<file path="src/rtl/jttrack_sndlatch.sv">
// Main-to-sound command latch: small FIFO for bytes written by the main CPU,
// edge-triggered sound CPU IRQ and a rising-edge pop for the sound CPU's reads.
module jttrack_sndlatch #(
  parameter int AW = 2
) (
  input  logic          clk,
  input  logic          rst,
  input  logic          cen,
  input  logic [7:0]    main_dout,
  input  logic          m2s_data,
  input  logic          m2s_irq,
  input  logic          rd,
  input  logic          irq_ack,
  output logic [7:0]    dout,
  output logic          irqn,
  output logic [AW:0]   level,
  output logic          ovf
);

  localparam int          DEPTH = 1 << AW;
  localparam int          PW    = (AW > 0) ? AW : 1;
  localparam logic [AW:0] FULL  = (AW+1)'(DEPTH);

  logic [7:0]    mem [DEPTH];
  logic [PW-1:0] wr_ptr, rd_ptr;
  logic [7:0]    last_q;
  logic          armed;
  logic          data_l, irq_l, rd_l;

  logic          wr_rise, irq_rise, rd_rise;
  logic          empty, full, do_pop, overwrite, grow;
  logic          mem_we;
  logic [PW-1:0] mem_wa;
  logic [AW:0]   level_nxt;

  function automatic logic [PW-1:0] ptr_next(input logic [PW-1:0] p);
    return (DEPTH == 1) ? '0 : p + 1'b1;
  endfunction

  function automatic logic [PW-1:0] ptr_prev(input logic [PW-1:0] p);
    return (DEPTH == 1) ? '0 : p - 1'b1;
  endfunction

  // The first cycle after reset only loads the edge registers, so inputs
  // already high at release are not mistaken for edges.
  always_comb begin
    // NOTE: every signal gets a default first so no path leaves it unassigned (no latch).
    wr_rise   = armed & m2s_data & ~data_l;
    irq_rise  = armed & m2s_irq & ~irq_l;
    rd_rise   = armed & cen & rd & ~rd_l;
    empty     = (level == '0);
    full      = (level == FULL);
    do_pop    = rd_rise & ~empty;
    overwrite = wr_rise & full & ~do_pop;
    grow      = wr_rise & ~overwrite;
    mem_we    = wr_rise & ~rst;
    mem_wa    = overwrite ? ptr_prev(wr_ptr) : wr_ptr;
    level_nxt = level;
    case ({grow, do_pop})
      2'b10:   level_nxt = level + 1'b1;
      2'b01:   level_nxt = level - 1'b1;
      default: level_nxt = level;
    endcase
  end

  // NOTE: the storage array has no reset; clearing level is enough to discard its contents.
  always_ff @(posedge clk) begin
    if (mem_we) mem[mem_wa] <= main_dout;
  end

  always_ff @(posedge clk) begin
    // NOTE: sequential state uses non-blocking assignments so all updates see pre-edge values.
    if (rst) begin
      armed  <= 1'b0;
      data_l <= 1'b0;
      irq_l  <= 1'b0;
      rd_l   <= 1'b0;
      wr_ptr <= '0;
      rd_ptr <= '0;
      level  <= '0;
      last_q <= 8'h00;
      ovf    <= 1'b0;
      irqn   <= 1'b1;
    end else begin
      armed  <= 1'b1;
      data_l <= m2s_data;
      irq_l  <= m2s_irq;
      if (cen || !armed) rd_l <= rd;
      if (do_pop) begin
        rd_ptr <= ptr_next(rd_ptr);
        last_q <= mem[rd_ptr];
      end
      if (grow)      wr_ptr <= ptr_next(wr_ptr);
      if (overwrite) ovf    <= 1'b1;
      level <= level_nxt;
      if (irq_rise)            irqn <= 1'b0;
      else if (cen && irq_ack) irqn <= 1'b1;
    end
  end

  // When empty, the last popped byte stays on the bus.
  assign dout = empty ? last_q : mem[rd_ptr];

endmodule

</file>
<file path="config.mk">
export PLATFORM = sky130hd
export DESIGN_NAME = jttrack_sndlatch
export DESIGN_NICKNAME = d
export VERILOG_FILES = /design/src/rtl/jttrack_sndlatch.sv
export SDC_FILE = /design/constraint.sdc
export NUM_CORES = 1
export LEC_CHECK = 0
export ABC_AREA = 1
export CAP_MARGIN = 20
export CORE_AREA = 5 5 83 70
export CTS_BUF_LIST = sky130_fd_sc_hd__clkbuf_4 sky130_fd_sc_hd__clkbuf_8 sky130_fd_sc_hd__clkbuf_16
export DETAILED_ROUTE_END_ITERATION = 12
export DIE_AREA = 0 0 88 75
export PLACE_DENSITY = 0.73
export RECOVER_POWER = 100
export SETUP_SLACK_MARGIN = 0.5
export SLEW_MARGIN = 20
export SYNTH_ARGS = -nofsm -noshare
export SYNTH_HDL_FRONTEND = slang
export SYNTH_SLANG_ARGS = --single-unit
</file>
<file path="constraint.sdc">
create_clock -name clk -period 1.9 [get_ports clk]
set_input_delay 0.38 -clock clk [delete_from_list [all_inputs] [get_ports clk]]
set_output_delay 0.38 -clock clk [all_outputs]
set_load 0.05 [all_outputs]
</file>
==> impl_metrics.yaml <==
# flow metrics
outcome:
  outcome: "complete, but fails checks"
  violations: "setup timing"
final_timing:
  fin_tns_setup_ns: -0.0295
  relSlewSlack_pct: 59.7
  setup_viol: 2
  worst_slack_ns: -0.0232
  hold_viol: 0
  report.final.slew_viol_count: 0
  finalCritPeriodShare_pct: 101
  tightest_slew_ns: 0.606
  fmax_ghz: 0.520
  layout_min_cycle_time_ns: 1.92
  rsz0062_at_grt: "yes"
  finClkSkew_ns: 0.00671
detailed_routing:
  drc: 0
  top_layer_used: "met4"
  dr_total_vias: 1877
  drtAntennaViolNets: 0
  met3WireLength_um: 261
  wl_met2_mm: 3.05
  drt_first_pass_iters: 4
power:
  vdd_drop_max_uv: 500
  power.total_mw: 2.42
  p_per_area_nw_per_um2: 703
  p_leak_nw: 1.27
placement:
  port_buffers: 27
  place_congestion: 0.799
  dp_hpwl_mm: 3.32
clock_tree:
  cts_sinks: 55
  clk_latency_ns: 0.31
  h-tree-depth: 2
  cts_tree: "done"
  cts-root-buf: "clkbuf_8"
  clkTransAtPathRegs_ns: 0.11
critical_path:
  worstPathMaxFanout: 16
  cp_data_required_time_ns: 1.52
  arrival_ns: 1.54
  cp-end-kind: "output port"
synth:
  avgSynthCellArea_um2: 9.51
  syn_area_um2: 2310
  top_cells_by_count: "nor2_1, nand2_1, edfxtp_1"
  ys_cells: 243
  top_area_share_pct: 41.6
  yosysUniqueCellTypes: 25
  top_cell: "nor2_1"
  synth_cells: 243
  synth-edff-count: 32
  ff_type: "edfxtp_1"
  synth_flops: 55
  yosys.area.top_type: "edfxtp_1"
  ys_seq_share_pct: 61.5
  ys_async_sr_fraction_pct: 0
  syn_nets: 260
  yosys_warnings: 0
  ys_top_cells_by_area: "edfxtp_1, dfxtp_1, nor2_1"
job:
  maxCapViolations: 0
  warnings: 29
grt:
  grtUsageTotal_pct: 16.4
  antenna_found_initial: 0
  grt_max_degree: 21
  first_global_vias: 1740
  grt_pass1_wl_mm: 8.19
floorplan:
  pin_count: 28
  dieArea_um2: 6600
  die.size.y_um: 75
  fp_util_pct: 47.5
  die_w_um: 88
min_path:
  worstHoldPathType: "input pin to flip-flop"
finish:
  layout.nets: 318
  drive_gt1_share_pct: 39.1
  n_antenna_cell: 0
  syn2layout_area_growth_pct: 49.1
  instances_no_fill: 364
path summary, 6_finish.rpt:
| path | slack (ns) | cells past startpoint | endpoint | from |
|---|---|---|---|---|
| hold / removal | 0.44 | 3 | data_l$_SDFF_PP0_ | m2s_data |
| setup reg to reg | 0.08 | 12 | level[2]$_SDFFE_PP0P_ | armed$_DFF_P_ |
| setup / recovery | -0.02 | 6 | dout[1] | flip-flop |
| hold reg to reg | 0.46 | 2 | ovf$_SDFFE_PP0P_ | ovf$_SDFFE_PP0P_ |
per-layer routing:
layer,GRT usage (%),vias up
met5,0,-
met4,7.16,0
met3,2.95,13
met2,27.2,50
met1,21.3,887
li1,-,927
cell type report:
| cell class | count | area (um^2) | area share (%) |
|---|---|---|---|
| flip-flops and latches | 55 | 1440 | 41.9 |
| multi-input cells | 161 | 1100 | 31.9 |
| repair buffers | 59 | 637 | 18.5 |
| inverters | 19 | 86.3 | 2.51 |
| well taps | 62 | 77.6 | 2.25 |
| clock buffers | 5 | 68.8 | 2.00 |
| clock inverters | 3 | 31.3 | 0.908 |
registers in the layout (all words and copies together) (netlist names), named ones only:
name	count
irqn	1
data_l	1
last_q	8
mem	32
wr_ptr	2
rd_ptr	2
level	3
ovf	1
rd_l	1
irq_l	1
armed	1
power breakdown:
group          leakage [nW]  internal (mW)  switching, mW
clock network        0.0522          0.281          0.430
logic                 0.741          0.177          0.233
registers             0.480           1.28         0.0199
metrics by stage:
step	area, um^2	setup WS (ns)	hold WS [ns]
detailed placement	3010	-0.409	0.441
finish	3440	-0.0232	0.438
global placement	3010	-0.363	0.437
global route	3440	-0.111	0.466
floorplan	2500	0.0681	0.433
CTS	3290	0.00477	0.433
repair_timing:
action                     in CTS  in global routing
resized                        46                 40
hold buffers                    0                  0
setup buffers                   8                  6
setup endpoints to repair      51                 46
pin swaps                      27                 24
worst max-delay path: stages, from the launching register on:
cell	delay (ns)
dfxtp_4	0.40
inv_6	0.12
o21ai_0	0.10
o21ai_2	0.25
nand2_2	0.12
nand2_4	0.10
buf_12	0.13
cell usage in the layout (no fill, tap or decap), drive strengths merged:
cell,count
xor2,1
nand3,15
dlygate4sd2,3
edfxtp,32
fa,1
a21oi,8
o21ai,35
nor2,58
clkinv,1
o22ai,1
o32ai,1
dfxtp,23
dlygate4sd3,9
nand3b,1
a211oi,1
ha,1
clkbuf,12
clkdlybuf4s50,2
inv,21
xnor2,1
nand2,37
buf,38
cells by family (layout without fill, tap and decap cells):
family | after synthesis | after routing | share of synthesized area (%)
simple gates | 111 | 111 | 21.1
flops | 55 | 55 | 61.5
compound gates | 46 | 46 | 10.3
buf+inv | 27 | 86 | 4.88
fa+ha+maj | 2 | 2 | 1.41
xor+xnor | 2 | 2 | 0.759
Fig. 1: wiring heat map
Scale bar: 20 um. 18 x 15 tiles, from dark blue (low) to red (high), scaled to the fullest tile. Values are wire area over tile area, all layers added.
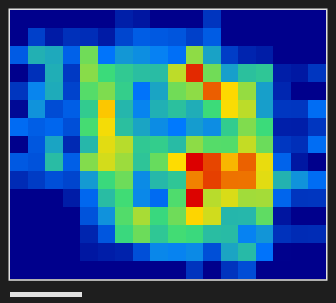
densest ninth of the die: middle
tiles over half the peak: 21%
mean over tiles: 0.14
fullest tile: 0.50
Wirelength per Cell: 16.3 um
Routed WL: 5.92 mm

Fig. 2: clock wiring as the flow saved it
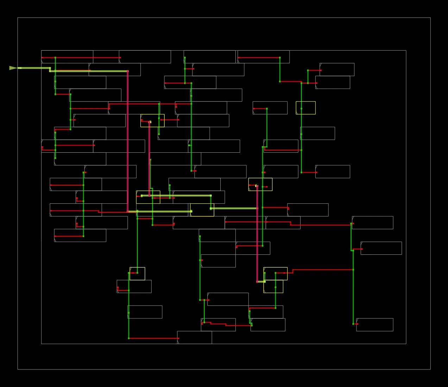
sequential cells: 55
Clk power: 711 uW

Fig. 3: placement by cell class
Fill, decap, tap and diode cells in grey.
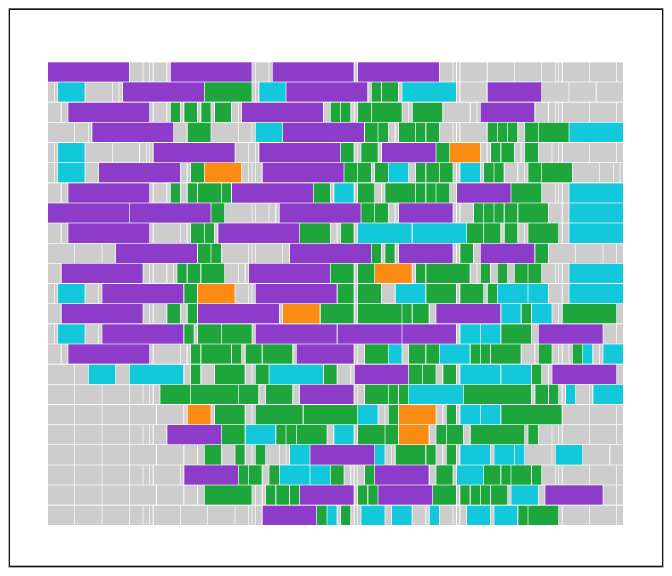
legend:
  cyan:
    class: remaining buffers and delay cells
    cells: 59
    share_of_their_area: 19%
  green:
    class: combinational and other logic
    cells: 180
    share_of_their_area: 35%
  purple:
    class: sequential cells
    cells: 55
    share_of_their_area: 43%
  orange:
    class: clock drivers and dummy loads
    cells: 8
    share_of_their_area: 3.0%
core box area: 4860 um^2
Finished Core Util: 70.8%
Final Instance Area: 3440 um^2
Site Rows: 23
sequential cell area share: 41.9%

No activity file was given, so power comes from the tool's default toggle rates.
